### Routing congestion

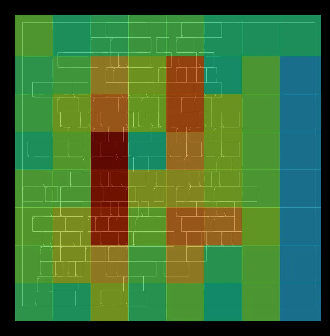
### Where the registers sit

The bar under the picture is 20 um long. Other sequential cells in the stronger grey, the rest of the logic in the fainter grey.
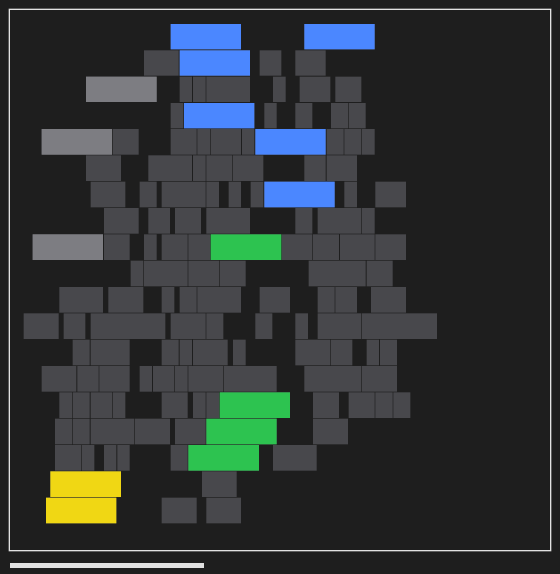
### Logic cells by family

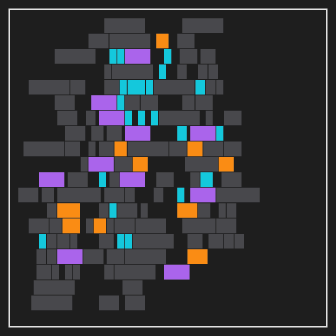
### I/O nets highlighted

The bar under the picture is 20 um long.
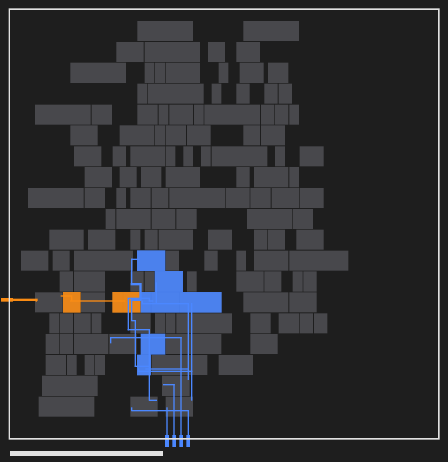
### Zoomed window

The bar under the picture is 10 um long. Window x 1 to 26, y 1 to 26 um. Cells in grey, sequential cells in the stronger grey; small squares are vias.
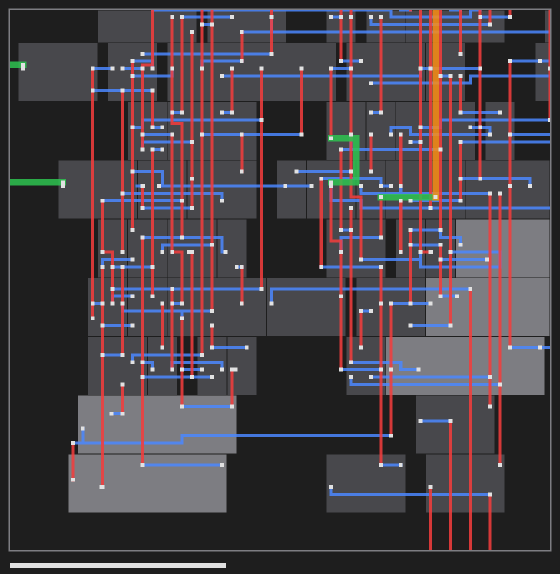
==> config.mk <==
export PLATFORM = sky130hd
export DESIGN_NAME = sq_wave_gen_flat
export DESIGN_NICKNAME = d
export VERILOG_FILES = /design/src/rtl/sq_wave_gen_if.sv /design/src/rtl/sq_wave_gen.sv /design/src/flat_wrapper.sv
export SDC_FILE = /design/constraint.sdc
export NUM_CORES = 1
export LEC_CHECK = 0
export CORE_UTILIZATION = 40
export DETAILED_ROUTE_END_ITERATION = 10
export GPL_TIMING_DRIVEN = 1
export PLACE_DENSITY = 0.7
export SYNTH_ARGS = -nofsm -noshare
export SYNTH_HDL_FRONTEND = slang
export SYNTH_SLANG_ARGS = --single-unit
==> constraint.sdc <==
create_clock -name clk -period 9.2 [get_ports clk]
set_input_delay 1.84 -clock clk [delete_from_list [all_inputs] [get_ports clk]]
set_output_delay 1.84 -clock clk [all_outputs]
set_load 0.02 [all_outputs]
==> results.txt <==
fresh numbers from the pnr run: sequential fraction of the synthesis area 25.95%, ys cells 128, RD Place Congestion 0.8271, Pwr per Cell Area 132.5 nW/um^2, YS warnings 0, setup violators final 0, Critical Path AT 4770 ps, Total GRT Usage 15.08%, CTS tree done, Final min period 4527 ps, Pleak 0.5603 nW, peak fanout along the critical path 8, Synth Instances 128, most common logic cells in the final layout 17 x nor2_1, 15 x dfxtp_1, 11 x ha_1, DR DRC count 0, final WL 2079 um, clock skew 3.241 ps, via count 905, Vias/cell 5.387, max-cap violations 0, Pre-Repair DR Iteration Count 4, placed insts 164, first-pass GRT wire length 3719 um, maximum vdd drop 91.69 uV, drt initial violations 9, Fin Setup TNS 0 ps, Cell Rows 19, warning total across the stage logs 28, share of layout cells above drive strength 1 13.87%, HPWL after detailed placement 1670 um, vias in the first global route 917, outcome finished clean, worst skew pair latency 290 ps, hold path depth 1, setup bufs post-CTS 0, max-slew violation count 0, initial antenna violation count 0, nets 156, Largest register FFs 6, Fin. Hold Viols 0, flop-to-flop setup slack 5190 ps, fmax 0.2209 GHz, clk buf depth 2, largest net degree at the start of global routing 10, core area 2758 um^2, CTS root buffer clkbuf_4, Syn Area/Cell 9.042 um^2, Crit path required time 9450 ps, total CTS buffers 3, transition time of the tightest slew-check pin 359.8 ps, Ant. Diodes 0, Setup crit end kind register, synthesis-to-finish area growth 8.324%, cell area after synthesis 1157 um^2, Reg2Reg Depth 19, die height 55.79 um, clock sinks 15, final worst path period share 49.21%, RSZ-0062 raised after global routing false, Power, Total 0.1661 mW, Yosys cell types 42, Post-Syn Nets 146, total gr overflow 0, CP Launch Type primary input, die area 3113 um^2, CP Class in -> reg, Die X-Extent 55.79 um, hold crit path type reg -> reg, Slew HR 75.93%, FP Util 41.97%, Yosys Chip Area 1157 um^2, flops & latches, synth 15, worst hold slack 459.9 ps, H-tree depth 1, antenna-violating nets left 0, clock input transition at the sequential cells of the worst setup and hold paths 90 ps, Resized Gates After CTS 0, cts hold-fix bufs 0
About 'Routing congestion':
met2 Use GR: 28.06%
Core Util, Final: 45.46%
grt peak-use layer: met2
GR Util met1: 16.40%
wire per inst: 12.38 um

About 'Where the registers sit':
legend:
  `u_core.cnt_q`:
    colour: blue
    placed_flops: 6
    where: north
  `u_core.state_q`:
    colour: yellow
    placed_flops: 2
  `u_core.sw_q`:
    colour: green
    placed_flops: 4
    where: south
P_seq: 0.0750 mW
flop share of the area: 23.95%
register area: 300.3 um^2

About 'Logic cells by family':
legend:
  and/or cells:
    colour: orange
    cells: 10
  fa/ha/maj cells:
    colour: purple
    cells: 11
  nor cells:
    colour: cyan
    cells: 21
combinational share of cell area: 61.78%
Top cell excl fill/tap: nor2_1
Final Instance Count excl. Fillers: 168

About 'I/O nets highlighted':
legend:
  `rst_n`:
    colour: orange
    bits: 1
    direction: input
    end_cells: 3
    buffers: 1
    wire: 12.3 um
  `bus_sw`:
    colour: blue
    bits: 4
    direction: input
    end_cells: 7
    buffers: 4
    wire: 129 um
IO Port Bufs: 9
IO Count: 10

About 'Zoomed window':
legend:
  metal 3:
    colour: green
  metal 1:
    colour: blue
  metal 4:
    colour: orange
  metal 2:
    colour: red
cells with their middle in the window: 49
most frequent: clkdlybuf4s50_1 (6), nor2_1 (5), dfxtp_1 (5)
sequential cells in the window: 5

-- kinds of logic after synthesis --
logic type	synth area share (%)
simple gates	22.27
compound gates	18.49
flops	25.95
xor+xnor	10.38
fa+ha+maj	11.89
buf+inv	7.134
mux	3.892
-- layer usage --
layer	vias up	global-route usage (%)	part of all wire [%]
met5	-	0	0
met2	10	28.06	49
met3	5	2.791	1.9
met1	423	16.40	47
li1	467	-	-
met4	0	6.786	1.7
-- report_power, final --
group	switching (mW)	total [mW]	internal [mW]
sequential	0.00463	0.0750	0.0703
clock	0.0227	0.0389	0.0162
combinational	0.0278	0.0523	0.0244
-- worst max-delay path: stages --
cell and delay [ps]:
clkdlybuf4s50_1 440, and2b_2 240, and3_4 190, a22oi_4 240, mux2i_1 330, inv_1 80, ha_1 220, xor2_1 160
ha_1 300, a21o_1 160, a21o_1 170, a21oi_1 140, o311a_1 170, o21a_1 100
-- layout make-up --
class,count,area [um^2]
inverters,6,22.52
fillers,267,1504
well taps,31,38.79
flip-flops and latches,15,300.3
clock buffers,3,22.52
repair buffers,9,90.09
clock inverters,1,5.005
multi-input cells,103,774.5
-- synth_stat cells, drive strengths merged --
cell    count  area [um^2]
o211ai      2        28.78
a22oi       1        21.27
a21bo       2        20.02
o311a       1        10.01
buf         3        27.52
nand2       7        26.28
nor2       17        63.81
o22ai       1        6.260
a21boi      2        15.01
inv         6        22.52
ha         11        137.6
dfxtp      15        300.3
and3b       2        20.02
a31oi       2        12.51
xor2        5        51.30
a21oi       5        25.02
and3        5        40.04
nor4b       1        8.760
mux2        1        15.01
and2b       1        8.760
xnor2       7        68.82
nor2b       1        6.260
nand2b      2        12.51
o211a       1        10.01
nand4       1        6.260
nand3       7        35.03
a21o        2        15.01
nor3        2        10.01
o22a        1        10.01
mux2i       3        30.03
o21a        2        15.01
bufbuf      1        32.53
or2         1        6.260
and2        1        6.260
o21ai       5        25.02
nand3b      1        7.510
-- through the flow --
step	instance area, um^2	setup slack [ps]
floorplan	1157	5000
global placement	1226	4444
detailed placement	1226	4374
CTS	1254	4685
global route	1254	4502
finish	1254	4673
Power is estimated from default activity; no workload was simulated.
